==> src/rtl/multicycle_cpu.sv <==
// rtl/multicycle_cpu.sv - multi-cycle CPU core over a shared req/ack memory bus
//
// Fetch, decode, execute, memory and writeback are sequenced by one FSM; a
// single memory bus carries both instruction fetches and LD/ST transfers, so
// any number of wait cycles is tolerated. The register file is internal and
// R0 always reads as zero.
//
// Optional feature macro: MULTICYCLE_CPU_MUL_EN (op 0xB = MUL when defined,
// illegal otherwise).
//
// Parameters:
//   DATA_W     datapath/register width (>= 16; instruction is mem_rdata[15:0])
//   ADDR_W     memory address / PC width
//   REG_COUNT  implemented registers (2..16)
//   RESET_PC   PC value after reset
//
// Ports:
//   clk         in   rising-edge clock
//   reset       in   asynchronous active-low reset
//   run         in   1 = start next fetch, 0 = pause before the next fetch
//   mem_req     out  bus request, held until mem_ack
//   mem_we      out  1 = write (ST), 0 = read (fetch/LD)
//   mem_addr    out  bus address
//   mem_wdata   out  write data
//   mem_rdata   in   read data, valid in the mem_ack cycle
//   mem_ack     in   transfer completes in a cycle with mem_req & mem_ack
//   pc          out  current PC
//   output_reg  out  last value written by ST
//   halted      out  HALT executed
//   illegal_op  out  sticky, undefined opcode seen
module multicycle_cpu #(
    parameter int                DATA_W    = 16,
    parameter int                ADDR_W    = 16,
    parameter int                REG_COUNT = 16,
    parameter logic [ADDR_W-1:0] RESET_PC  = '0
) (
    input  logic              clk,
    input  logic              reset,
    input  logic              run,
    output logic              mem_req,
    output logic              mem_we,
    output logic [ADDR_W-1:0] mem_addr,
    output logic [DATA_W-1:0] mem_wdata,
    input  logic [DATA_W-1:0] mem_rdata,
    input  logic              mem_ack,
    output logic [ADDR_W-1:0] pc,
    output logic [DATA_W-1:0] output_reg,
    output logic              halted,
    output logic              illegal_op
);

    typedef enum logic [2:0] {
        S_FETCH,
        S_DECODE,
        S_EXEC,
        S_MEM,
        S_WB,
        S_HALT
    } state_t;

    localparam int XW = (DATA_W > ADDR_W) ? DATA_W : ADDR_W;

    state_t            state;
    logic [15:0]       instr;
    logic [DATA_W-1:0] a_q;
    logic [DATA_W-1:0] b_q;
    logic [DATA_W-1:0] res_q;
    logic [ADDR_W-1:0] npc_q;
    logic [DATA_W-1:0] regs [REG_COUNT];

    logic [3:0]        op;
    logic [3:0]        rd;
    logic [3:0]        rs1;
    logic [3:0]        rs2;
    logic [DATA_W-1:0] rs1_val;
    logic [DATA_W-1:0] rs2_val;
    logic [DATA_W-1:0] alu_res;
    logic              wr_rd;
    logic              illegal;
    logic [XW-1:0]     a_ext;
    logic [ADDR_W-1:0] a_addr;
    logic [ADDR_W-1:0] pc_inc;
    logic [ADDR_W-1:0] br_target;

    assign op  = instr[15:12];
    assign rd  = instr[11:8];
    assign rs1 = instr[7:4];
    assign rs2 = instr[3:0];

    // Unimplemented register numbers read as zero.
    always_comb begin
        rs1_val = '0;
        rs2_val = '0;
        if (32'(rs1) < REG_COUNT) rs1_val = regs[rs1];
        if (32'(rs2) < REG_COUNT) rs2_val = regs[rs2];
    end

    // Address from rs1, zero-extended when the datapath is narrower than the bus.
    assign a_ext     = XW'(a_q);
    assign a_addr    = a_ext[ADDR_W-1:0];
    assign pc_inc    = pc + ADDR_W'(1);
    assign br_target = pc + {{(ADDR_W-4){instr[3]}}, instr[3:0]};

    always_comb begin
        alu_res = '0;
        wr_rd   = 1'b0;
        illegal = 1'b0;
        case (op)
            4'h1: begin alu_res = a_q + b_q; wr_rd = 1'b1; end
            4'h2: begin alu_res = a_q - b_q; wr_rd = 1'b1; end
            4'h3: begin alu_res = a_q & b_q; wr_rd = 1'b1; end
            4'h4: begin alu_res = a_q | b_q; wr_rd = 1'b1; end
            4'h5: begin alu_res = a_q ^ b_q; wr_rd = 1'b1; end
            4'h6: begin alu_res = DATA_W'(instr[7:0]); wr_rd = 1'b1; end
            4'h7: wr_rd = 1'b1;
`ifdef MULTICYCLE_CPU_MUL_EN
            4'hB: begin alu_res = a_q * b_q; wr_rd = 1'b1; end
`endif
            4'h0, 4'h8, 4'h9, 4'hF: ;
            default: illegal = 1'b1;
        endcase
    end

    always_ff @(posedge clk or negedge reset) begin
        if (!reset) begin
            state      <= S_FETCH;
            instr      <= '0;
            a_q        <= '0;
            b_q        <= '0;
            res_q      <= '0;
            npc_q      <= '0;
            pc         <= RESET_PC;
            mem_req    <= 1'b0;
            mem_we     <= 1'b0;
            mem_addr   <= '0;
            mem_wdata  <= '0;
            output_reg <= '0;
            halted     <= 1'b0;
            illegal_op <= 1'b0;
            for (int i = 0; i < REG_COUNT; i++) regs[i] <= '0;
        end else begin
            case (state)
                S_FETCH: begin
                    // A request already raised in WB gives 0-wait back-to-back fetches.
                    if (mem_req) begin
                        if (mem_ack) begin
                            instr   <= mem_rdata[15:0];
                            mem_req <= 1'b0;
                            state   <= S_DECODE;
                        end
                    end else if (run) begin
                        mem_req  <= 1'b1;
                        mem_we   <= 1'b0;
                        mem_addr <= pc;
                    end
                end
                S_DECODE: begin
                    a_q <= rs1_val;
                    b_q <= rs2_val;
                    if (illegal) illegal_op <= 1'b1;
                    state <= S_EXEC;
                end
                S_EXEC: begin
                    res_q <= alu_res;
                    npc_q <= (op == 4'h9 && a_q != '0) ? br_target : pc_inc;
                    if (op == 4'h7 || op == 4'h8) begin
                        mem_req  <= 1'b1;
                        mem_we   <= (op == 4'h8);
                        mem_addr <= a_addr;
                        if (op == 4'h8) mem_wdata <= b_q;
                        state <= S_MEM;
                    end else begin
                        state <= S_WB;
                    end
                end
                S_MEM: begin
                    if (mem_ack) begin
                        mem_req <= 1'b0;
                        mem_we  <= 1'b0;
                        if (op == 4'h7) res_q <= mem_rdata;
                        if (op == 4'h8) output_reg <= mem_wdata;
                        state <= S_WB;
                    end
                end
                S_WB: begin
                    if (wr_rd && rd != 4'd0 && 32'(rd) < REG_COUNT) regs[rd] <= res_q;
                    if (op == 4'hF) begin
                        halted <= 1'b1;
                        state  <= S_HALT;
                    end else begin
                        pc       <= npc_q;
                        mem_req  <= run;
                        mem_we   <= 1'b0;
                        mem_addr <= npc_q;
                        state    <= S_FETCH;
                    end
                end
                default: ;
            endcase
        end
    end

endmodule

==> config.mk <==
export PLATFORM = sky130hd
export DESIGN_NAME = multicycle_cpu
export DESIGN_NICKNAME = d
export VERILOG_FILES = /design/src/rtl/multicycle_cpu.sv
export SDC_FILE = /design/constraint.sdc
export NUM_CORES = 1
export LEC_CHECK = 0
export CORE_MARGIN = 2
export CORE_UTILIZATION = 24
export CTS_BUF_LIST = sky130_fd_sc_hd__clkbuf_4
export CTS_CLUSTER_SIZE = 10
export DETAILED_ROUTE_END_ITERATION = 10
export PLACE_DENSITY = 0.38
export SYNTH_ARGS = -nofsm -noshare
export SYNTH_HDL_FRONTEND = slang
export SYNTH_SLANG_ARGS = --single-unit
==> constraint.sdc <==
create_clock -name clk -period 3.7 [get_ports clk]
set_clock_uncertainty 0.15 [all_clocks]
set_input_delay 1.11 -clock clk [delete_from_list [all_inputs] [get_ports clk]]
set_output_delay 1.11 -clock clk [all_outputs]
set_load 0.01 [all_outputs]
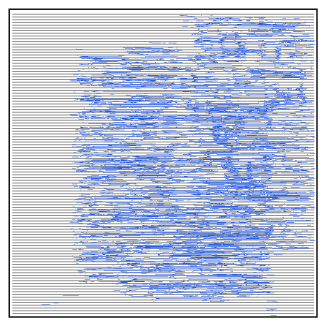
*M1 wires, run 1*
(1 px per um) Supply wires on this layer in gray.
longest straight run: 108 um
nets with wire on the layer: 1,815
main direction: horizontal

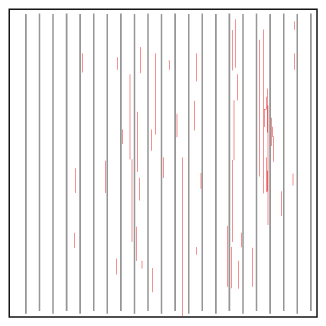
*Signal wires on met4, run 1*
(1 px per um) Supply wires on this layer in gray.
nets with wire on the layer: 20
main direction: vertical

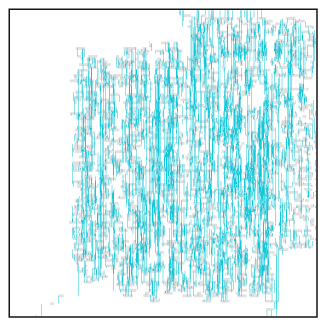
*The metal 2 layer, run 1*
(1 px per um) Cells faint in the background.
wire length on this layer: 34.4 mm
longest straight run: 123 um

==> job_summary.md, run 1 <==
## Synthesis and layout report

| Metric | Value |
|---|---|
| Post-synthesis compound-gate area fraction | 7.46% |
| Mean Syn Cell Area | 12.9 um^2 |
| Slew Limit Fails | 0 |
| CP max stage delay | around 450 ps |
| Setup Total Neg Slack | 0 ps |
| CTS tree | built |
| Top non-seq family | multiplexers |
| RSZ-0062 raised after global routing | false |
| Hold_buf cts | 1 |
| Post-DP Area | 0.0246 mm^2 |
| Flip-flops with a built-in enable | 0 |
| Core area | about 0.090 mm^2 |
| Worst Path Required | 4330 ps |
| Routed len/inst | approximately 23 um |
| DRC viols | 0 |
| Commonest Layout Cell | dfrtp_1 |
| Vias in the first global route | 16,400 |
| Layout Nets | 1,945 |
| Sinks on Clock Net | 407 |
| Initial antenna violation count | 2 |
| H-tree depth | 3 |
| Length of routed met3 wiring | 2.90 mm |
| Ys cells | 1,696 |
| Worst Hold Class | flop to flop |
| Share of layout cells above drive strength 1 | 37.7% |
| Initial DRT Pass Iterations | 5 |
| Top Layout Cells | dfrtp_1, mux2_2, clkbuf_4 |
| Length of routed wiring on met1 | 33.7 mm |
| Buffers on Ports | 87 |
| Hold Slack | 245 ps |
| DR iter-0 viols | 932 |
| Reg with most FFs | regs |
| Post-CTS Setup Repair Bufs | 0 |
| # rows | 110 |
| XOR Share, Synth | 1.64% |
| RD Place Congestion | 0.871 |
| Final Non-Filler Cells | 3,136 |
| Leak | ~11 nW |
| Die Ht | 306 um |
| Setup Viol. Count Final | 0 |
| Largest net degree at the start of global routing | 84 |
| Routed wl met2 | 34.4 mm |
| Cell Type Count | between 60 and 70 |
| Synth Flop Type | dfrtp_1 |
| Top Ports | between 80 and 90 |
| Die x size | ~300 um |
| Area Overhead vs Synth | 19.3% |
| Clock-pin slew on the worst setup and hold paths | 70 ps |
| Dpl cells | 2,918 |
| Crit-path max FO | 7 |
| Peak VDD IR | about 0.00017 V |
| Vias post-DR | 15,200 |
| Setup CP Type | flop to flop |
| Period minus WS final | 3450 ps |
| Top Metal Used | met4 |
| Worst Max-Slew Pin Slew | between 900 and 1000 ps |
| CP delay by family, top | AND-OR/OR-AND gates |
| WP buf/inv | 0 |
| Clock buffer depth | 3 |
| Met2 Use GR | between 20% and 30% |
| Fmax | 290 MHz |
| PD cells | roughly 340 mW/mm^2 |
| Latency at later pin | 910 ps |
| FP Util | between 20% and 30% |
| CP endpoint kind | flop |
| Fin. Hold Viols | 0 |
| Critical Path AT | roughly 4000 ps |
| Seq share, synth | 46.5% |
| Registers, synthesis | 407 |
| Synth warn | 0 |
| Log Warnings | 44 |
| Cts bufs inserted | 115 |
| Slowest CP cell | dfrtp_1 |
| Max-cap violations | 0 |
| GR Layer Usage met1 | 21.3% |
| First-pass GRT wire length | 110 mm |
| Max reg flops | 256 |
| Overflow after GRT | 0 |
| Post-cts sizing count | 0 |
| Synthesized cell area | approximately 0.022 mm^2 |
| Synth Area in Simple Gates | 6.22% |
| Adder-cell area share of the yosys netlist | 3.78% |
| Startpoint Class | flop |
| Chip area | 0.0938 mm^2 |
| Syn Nets | 1,781 |
| Routed WL | 73.0 mm |
| GRT Total Usage | 15.8% |
| Finished Cell Area | 0.0262 mm^2 |
| Rel. slew slack | between 30% and 40% |
| Yosys chip area | ~0.022 mm^2 |
| FFs w/ async S/R, synth | 100% |
| GR met3 Demand/Resource | 2.56% |
| Detail-routed via count per cell | 4.85 |
| Antenna Nets Post-Route | 0 |
| Status | finished clean |
| Detailed Place HPWL | between 40 and 50 mm |
| Mapped Cells | 1,696 |
| Root Buffer | clkbuf_4 |
| Critical-path cell list | nor3_2 > nand3_1 > nor2_2 > a41oi_1 > xnor2_1 > ha_1 > a21oi_1 > o21ai_0 > a221o_1 > a21o_1 > xor2_1 > o32ai_1 |
| MUX area fraction | between 30% and 40% |
| Gr busiest metal | met2 |
| Fin crit share | 93.3% |
==> run 1: cell usage after synthesis, drive strengths merged (15+ instances only) <==
cell type  instances  area (um^2)
a21oi             45          225
a221oi            15          131
a22oi             23          173
a31oi             29          181
buf               45          213
clkbuf            92          345
dfrtp            407        10200
ha                63          788
inv               43          161
mux2             286         3220
mux4             160         3600
nand2            130          488
nor2              82          323
o21ai             98          490
xnor2             33          289
==> run 1: worst reg2reg max path, delay by kind of cell (launching register included) <==
family | cells | cell delay, ps
flops | 1 | 450
fa+ha+maj | 1 | 390
simple gates | 3 | 700
xor+xnor | 2 | 340
compound gates | 6 | 1330
==> run 1: report_power, final <==
part,internal (mW),switching [mW]
combinational,0.0323,0.110
clock,2.24,2.09
sequential,4.45,0.000771
total,6.72,2.20
==> run 1: path summary, 6_finish.rpt <==
kind	start	endpoint	slack (ps)	cells after the start
hold reg to reg	regs[251]	regs[251]	250	0
max in group asynchronous	reset	regs[225]	1810	3
setup / recovery	b_q[5]	res_q[15]	250	12
hold / removal	regs[251]	regs[251]	250	0
setup reg to reg	b_q[5]	res_q[15]	250	12
min in group asynchronous	reset	regs[71]	560	2
==> run 1: per-stage QoR <==
stage / total power, mW / utilization (%) / worst slack [ps]
2_1_floorplan: 4.54 / - / 252
3_3_place_gp: 4.68 / 27.3 / 127
3_5_place_dp: 4.68 / 27.3 / 68.4
4_1_cts: 9.13 / 28.9 / 50.8
5_1_grt: 9.38 / 29.0 / 19.5
6_report: 8.92 / 29.0 / 248
==> run 1: cell type report <==
class | instances | area [um^2]
diodes | 3 | 7.51
fillers | 9244 | 64100
clock inverters | 31 | 136
inverters | 44 | 165
multi-input cells | 1108 | 11100
repair buffers | 184 | 1740
flip-flops and latches | 407 | 10200
well taps | 1176 | 1470
clock buffers | 183 | 1370
==> inputs of run 2 (changes only) <==
Settings changed: CORE_ASPECT_RATIO set to 1.5, CORE_MARGIN 2 to not set.
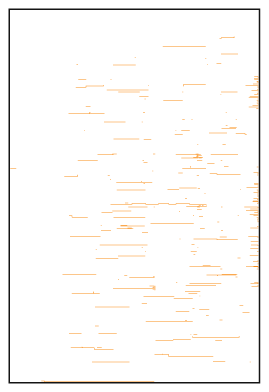
*Signal wires on met3, run 2*
(1 px per um)
wire length on this layer: 2,530 um
main direction: horizontal
longest straight run: 110 um
nets with wire on the layer: 151
share of all routed wire: 3.3%

==> job_summary.md, run 2 <==
## Synthesis and layout report

| Metric | Value |
|---|---|
| Antenna Nets Post-Route | 0 (unchanged) |
| Clock-pin slew on the worst setup and hold paths | 70 ps (about the same) |
| Top Ports | 88 (unchanged) |
| Mapped Cells | 1,696 (unchanged) |
| Power Total | 8.54 mW (was 8.92 mW) |
| Synth Area in Simple Gates | 6.22% (unchanged) |
| Cell-internal power | 6.41 mW (was 6.72 mW) |
| Core area | 0.0904 mm^2 (was 0.0903 mm^2) |
| Setup Total Neg Slack | 0 ps (unchanged) |
| Critical-path cell list | nor4_2 > buf_4 > nand4_1 > and4_1 > and2_1 > ha_1 > a21o_1 > a31oi_1 > o2bb2ai_1 > o22ai_1 > buf_4 > xor2_1 > o21ai_0 (was nor3_2 > nand3_1 > nor2_2 > a41oi_1 > xnor2_1 > ha_1 > a21oi_1 > o21ai_0 > a221o_1 > a21o_1 > xor2_1 > o32ai_1) |
| Log Warnings | 43 (was 44) |
| Detail-routed via count per cell | 4.88 (was 4.85) |
| Top non-seq family | multiplexers (unchanged) |
| Hold Slack | 246 ps (was 245 ps) |
| Flop pwr share | 52.1% (was 49.9%) |
| Worst Setup Slack, final | 239 ps (was 248 ps) |
| Fin. Hold Viols | 0 (unchanged) |
| GRT Total Usage | 17.0% (was 15.8%) |
| Max reg flops | 256 (unchanged) |
| Die Ht | 372 um (was 306 um) |
| Util after Layout | 28.9% (was 29.0%) |
| Clock share of power | 46.1% (was 48.5%) |
| H-tree depth | 3 (unchanged) |
| Max-area cell share | 46.5% (unchanged) |
| Yosys top cell by area | dfrtp_1 (unchanged) |
| Initial antenna violation count | 2 (unchanged) |
| Leak | 11.5 nW (was 11.4 nW) |
| First-pass GRT wire length | 115 mm (was 110 mm) |
| Cell Type Count | 64 (unchanged) |
| Worst Path Required | 4360 ps (was 4330 ps) |
| CP max stage delay | 390 ps (was 450 ps) |
| Adder-cell area share of the yosys netlist | 3.78% (unchanged) |
| Root Buffer | clkbuf_4 (unchanged) |
| Crit-path max FO | 7 (unchanged) |
| Synth Flop Type | dfrtp_1 (unchanged) |
| Comb power frac | 1.7% (was 1.6%) |
| Fmax | 289 MHz (was 290 MHz) |
| Reg with most FFs | regs (unchanged) |
| Post-CTS Setup Repair Bufs | 0 (unchanged) |
| Registers, synthesis | 407 (unchanged) |
| Worst Hold Class | flop to flop (unchanged) |
| Post-synthesis compound-gate area fraction | 7.46% (unchanged) |
| Share of layout cells above drive strength 1 | 38.0% (was 37.7%) |
| DR iter-0 viols | 751 (was 932) |
| Critical Path AT | 4120 ps (was 4090 ps) |
| Overflow after GRT | 0 (unchanged) |
| Sw power | 2.13 mW (was 2.20 mW) |
| Max-cap violations | 0 (unchanged) |
| Sw Ratio | 24.9% (was 24.7%) |
| WP buf/inv | 2 (was 0) |
| FP Util | 24.3% (about the same) |
| Buffers on Ports | 87 (unchanged) |
| CTS tree | built (unchanged) |
| Chip area | 0.0926 mm^2 (was 0.0938 mm^2) |
| RD Place Congestion | 0.881 (was 0.871) |
| Setup CP Type | flop to flop (unchanged) |
| Flip-flops with a built-in enable | 0 (unchanged) |
| Crit path top cell by count | buf_4 |
| Vias post-DR | 15,200 (about the same) |
| CP endpoint kind | flop (unchanged) |
| Sinks on Clock Net | 407 (unchanged) |
| Main area contributors | dfrtp_1, mux4_2, mux2_2 (unchanged) |
| Yosys chip area | 0.0219 mm^2 (unchanged) |
| # rows | 135 (was 110) |
| Peak VDD IR | 0.000193 V (was 0.000169 V) |
| Synthesized cell area | 0.0219 mm^2 (unchanged) |
| Fin crit share | 93.5% (was 93.3%) |
| Area Overhead vs Synth | 19.2% (was 19.3%) |
| Seq share, synth | 46.5% (unchanged) |
| Slew Limit Fails | 0 (unchanged) |
| Routed len/inst | 24.7 um (was 23.3 um) |
| Layout Nets | 1,966 (was 1,945) |
| CP delay by family, top | simple AND/OR/NAND/NOR gates (was AND-OR/OR-AND gates) |
| PD cells | 327 mW/mm^2 (was 341 mW/mm^2) |
| Mean Syn Cell Area | 12.9 um^2 (unchanged) |
| Detailed Place HPWL | 52.5 mm (was 46.8 mm) |
| Setup Viol. Count Final | 0 (unchanged) |
| Largest net degree at the start of global routing | 66 (was 84) |
| Rel. slew slack | 29.5% (was 36.9%) |
| Synth warn | 0 (unchanged) |
| Most instantiated cells after synthesis | dfrtp_1, mux2_2, mux4_2 (unchanged) |
| XOR Share, Synth | 1.64% (unchanged) |
| Cts bufs inserted | 105 (was 115) |
| DRC viols | 0 (unchanged) |
| Status | finished clean (unchanged) |
| Top Layout Cells | dfrtp_1, mux2_2, mux4_2 (was dfrtp_1, mux2_2, clkbuf_4) |
| Period minus WS final | 3460 ps (was 3450 ps) |
| Most frequent cell after synthesis | dfrtp_1 (unchanged) |
| MUX area fraction | 31.1% (unchanged) |
| Die x size | 249 um (was 306 um) |
| Clock buffer depth | 3 (unchanged) |
| Routed WL | 77.0 mm (was 73.0 mm) |
| Ys cells | 1,696 (unchanged) |
| Initial DRT Pass Iterations | 5 (unchanged) |
| Startpoint Class | flop (unchanged) |
| FFs w/ async S/R, synth | 100% (unchanged) |
| Latency at later pin | 980 ps (was 910 ps) |
| Dpl ws | 114 ps (was 68.4 ps) |
| Syn Nets | 1,781 (unchanged) |
| Worst Max-Slew Pin Slew | 1050 ps (was 944 ps) |
| Slowest CP cell | dfrtp_1 (unchanged) |
| Commonest Layout Cell | dfrtp_1 (unchanged) |
| Vias in the first global route | 16,700 (was 16,400) |
run 2: cell counts after synthesis:
No cell type changed its count.
run 2: metal layers:
layer  global-route usage, %  wire (um)  vias to the layer above
li1                        -          -                     6746
met1                    19.3      30600                     7992
met2                    31.4      40800                      352
met3                    2.56       2530                      139
met4                    7.91       3080                        0
met5                       0          0                        -
run 2: stage by stage:
step | cells | cell area [um^2]
3_3_place_gp | 2937 | 24800
2_1_floorplan | 1696 | 21900
3_5_place_dp | 2937 | 24800
4_1_cts | 3118 | 26100
6_report | 3121 | 26100
5_1_grt | 3121 | 26100
run 2: final timing paths:
path                            from         to  slack (ps)  depth (start not counted)
setup / recovery           a_addr[4]  npc_q[12]         240                         13
hold / removal             regs[252]  regs[252]         250                          0
setup reg to reg           a_addr[4]  npc_q[12]         240                         13
hold reg to reg            regs[252]  regs[252]         250                          0
max in group asynchronous      reset   regs[74]        2020                          3
min in group asynchronous      reset  regs[115]         540                          2
run 2: area by class of cell:
| type | count | area [um^2] |
|---|---|---|
| tap | 1164 | 1460 |
| clock inverter | 22 | 93.8 |
| inverter | 44 | 165 |
| clock buffer | 158 | 1190 |
| fill | 9273 | 64200 |
| multi-input combinational | 1108 | 11100 |
| sequential | 407 | 10200 |
| timing repair buffer | 215 | 1950 |
| antenna | 3 | 7.51 |
run 2: power groups by stage:
stage                     logic (mW)  clock network [mW]  registers (mW)
after floorplan              0.00335                   0            4.54
after global placement         0.153                   0            4.53
after detailed placement       0.155                   0            4.53
after CTS                      0.157                4.16            4.45
after global routing           0.170                4.34            4.45
final                          0.148                3.94            4.45
run 2: repair_timing:
action	4_1_cts	5_1_grt
gates resized	0	9
setup endpoints to repair	0	6
hold endpoints to repair	50	0
hold buffers	1	0
==> inputs of run 3 (changes only) <==
Settings changed: CORE_ASPECT_RATIO 1.5 to 0.7, GPL_ROUTABILITY_DRIVEN set to 0.
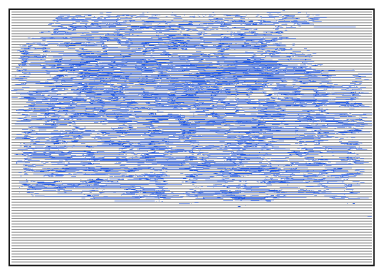
*M1 wires, run 3*
(1 px per um) Supply wires on this layer in gray.
wire length on this layer: 40.3 mm
share of all routed wire: 53%
longest straight run: 107 um
nets with wire on the layer: 1,830
main direction: horizontal

==> job_summary.md, run 3 <==
## Synthesis and layout report

| Metric | Value |
|---|---|
| Status | finished clean (unchanged) |
| Fin. Hold Viols | 0 (unchanged) |
| Die Ht | 255 um (was 372 um) |
| First-pass GRT wire length | 113 mm (was 115 mm) |
| Most frequent cell after synthesis | dfrtp_1 (unchanged) |
| Max reg flops | 256 (unchanged) |
| Post-DP Area | 0.0248 mm^2 (about the same) |
| Mean Syn Cell Area | 12.9 um^2 (unchanged) |
| #MultiIn Comb | 1,108 (unchanged) |
| Critical Path AT | 4100 ps (was 4120 ps) |
| Crit path top cell by count | a211oi_1 (was buf_4) |
| Dpl cells | 2,983 (was 2,937) |
| Die x size | 363 um (was 249 um) |
| Finished Cell Area | 0.0263 mm^2 (was 0.0261 mm^2) |
| # rows | 92 (was 135) |
| Buffers on Ports | 87 (unchanged) |
| FFs w/ async S/R, synth | 100% (unchanged) |
| Period minus WS final | 3420 ps (was 3460 ps) |
| Slew Limit Fails | 0 (unchanged) |
| Peak VDD IR | 0.000200 V (was 0.000193 V) |
| Synth warn | 0 (unchanged) |
| Max-area cell share | 46.5% (unchanged) |
| Clock-pin slew on the worst setup and hold paths | 60 ps (was 70 ps) |
| # Taps | 1,222 (was 1,164) |
| Synth Flop Type | dfrtp_1 (unchanged) |
| Cts bufs inserted | 108 (was 105) |
| Initial antenna violation count | 6 (was 2) |
| Setup CP Type | flop to flop (unchanged) |
| Main area contributors | dfrtp_1, mux4_2, mux2_2 (unchanged) |
| Setup Viol. Count Final | 0 (unchanged) |
| Core area | 0.0902 mm^2 (was 0.0904 mm^2) |
| Min-Delay Path Depth | 0 (unchanged) |
| # fillers | 9,323 (was 9,273) |
| Worst Max-Slew Pin Slew | 853 ps (was 1050 ps) |
| Comb area | 0.0111 mm^2 (about the same) |
| Flop area | 0.0102 mm^2 (unchanged) |
| R2r setup slk | 280 ps (was 240 ps) |
| Hold Slack | 243 ps (was 246 ps) |
| Log Warnings | 43 (unchanged) |
| Overflow after GRT | 0 (unchanged) |
| CP endpoint kind | flop (unchanged) |
| Layout Nets | 1,957 (was 1,966) |
| Yosys chip area | 0.0219 mm^2 (unchanged) |
| Sequential cell area share | 38.7% (was 39.0%) |
| DRC viols | 0 (unchanged) |
| FFs & Latches | 407 (unchanged) |
| Ys cells | 1,696 (unchanged) |
| # diodes | 5 (was 3) |
| Chip area | 0.0926 mm^2 (about the same) |
| RSZ-0062 raised after global routing | false |
| Vias post-DR | 15,400 (was 15,200) |
| Area Overhead vs Synth | 20.1% (was 19.2%) |
| Yosys top cell by area | dfrtp_1 (unchanged) |
| Latency at later pin | 980 ps (about the same) |
| Final Non-Filler Cells | 3,183 (was 3,121) |
| Syn Nets | 1,781 (unchanged) |
| Largest net degree at the start of global routing | 77 (was 66) |
| Sinks on Clock Net | 407 (unchanged) |
| Worst reg2reg path startpoint | a_addr[14] (was a_addr[4]) |
| Clock buffer depth | 3 (unchanged) |
| Worst Hold Class | flop to flop (unchanged) |
| Crit-path max FO | 7 (unchanged) |
| Registers, synthesis | 407 (unchanged) |
| Synthesized cell area | 0.0219 mm^2 (unchanged) |
| Detailed Place HPWL | 52.0 mm (was 52.5 mm) |
| Startpoint Class | flop (unchanged) |
| Clock buffers | 160 (was 158) |
| Worst Setup Slack, final | 275 ps (was 239 ps) |
| FP Util | 24.3% (about the same) |
| Leak | 11.5 nW (about the same) |
| NonClk Buf Share | 7.26% (was 7.47%) |
| Dpl ws | 61.1 ps (was 114 ps) |
| Inverters | 44 (unchanged) |
| Reg2reg end | npc_q[15] (was npc_q[12]) |
| Worst Path Required | 4370 ps (was 4360 ps) |
| Vias in the first global route | 16,000 (was 16,700) |
| GRT Total Usage | 16.8% (was 17.0%) |
| Max-cap violations | 0 (unchanged) |
| Routed WL | 75.5 mm (was 77.0 mm) |
| CP delay by family, top | simple AND/OR/NAND/NOR gates (unchanged) |
| Most instantiated cells after synthesis | dfrtp_1, mux2_2, mux4_2 (unchanged) |
| Power Total | 8.88 mW (was 8.54 mW) |
| Rel. slew slack | 43.1% (was 29.5%) |
| Share of layout cells above drive strength 1 | 37.7% (was 38.0%) |
| CTS tree | built (unchanged) |
| Cell Type Count | 64 (unchanged) |
| Fin crit share | 92.6% (was 93.5%) |
| Reg with most FFs | regs (unchanged) |
| WHS Endpoint | regs[255] (was regs[252]) |
| PD cells | 337 mW/mm^2 (was 327 mW/mm^2) |
run 3: worst reg2reg max path, delay by kind of cell, from the launching register on:
kind	cells	cell delay, ps
AOI/OAI and AO/OA	4	760
xor gates and xnor gates	1	160
adders and majority gates	1	340
buffers and inverters	1	220
DFF	1	460
and+or+nand+nor	6	1190
run 3: worst max-delay path by stage:
stage,start,end,slack (ps),cells past startpoint
after floorplan,instr[12],res_q[14],250,14
after global placement,a_addr[14],npc_q[15],60,13
after detailed placement,a_addr[2],npc_q[15],60,13
after CTS,a_addr[14],npc_q[15],10,13
after global routing,b_q[3],res_q[14],4,12
final,a_addr[14],npc_q[15],280,13
run 3: what timing repair did:
item                                    CTS  global route
hold buffers                              1             0
hold endpoints to repair                 29             0
endpoints found under the setup margin    0             8
buffers inserted                          0             0
gates resized                             0            12
run 3: metal layers:
metal | track usage [%] | routed length (um) | vias up
met2 | 22.4 | 30300 | 386
met1 | 26.7 | 40300 | 8147
met4 | 4.59 | 1380 | 0
li1 | - | - | 6780
met5 | 0 | 0 | -
met3 | 3.35 | 3650 | 109
run 3: cells by family (layout without fill, tap and decap cells):
| family | Yosys count | in the layout | share of synthesized area [%] |
|---|---|---|---|
| other | 0 | 5 | 0 |
| XOR/XNOR | 41 | 41 | 1.64 |
| AND/OR/NAND/NOR | 293 | 293 | 6.22 |
| multiplexers | 446 | 446 | 31.1 |
| flip-flops | 407 | 407 | 46.5 |
| adder cells (fa/ha/maj) | 65 | 65 | 3.78 |
| buffers and inverters | 181 | 441 | 3.30 |
| AND-OR/OR-AND | 263 | 263 | 7.46 |
run 3: where the power goes:
part / switching [mW] / internal [mW]
combinational: 0.119 / 0.0344
sequential: 0.000859 / 4.45
clock: 2.10 / 2.17
Power and IR drop assume default switching activity.
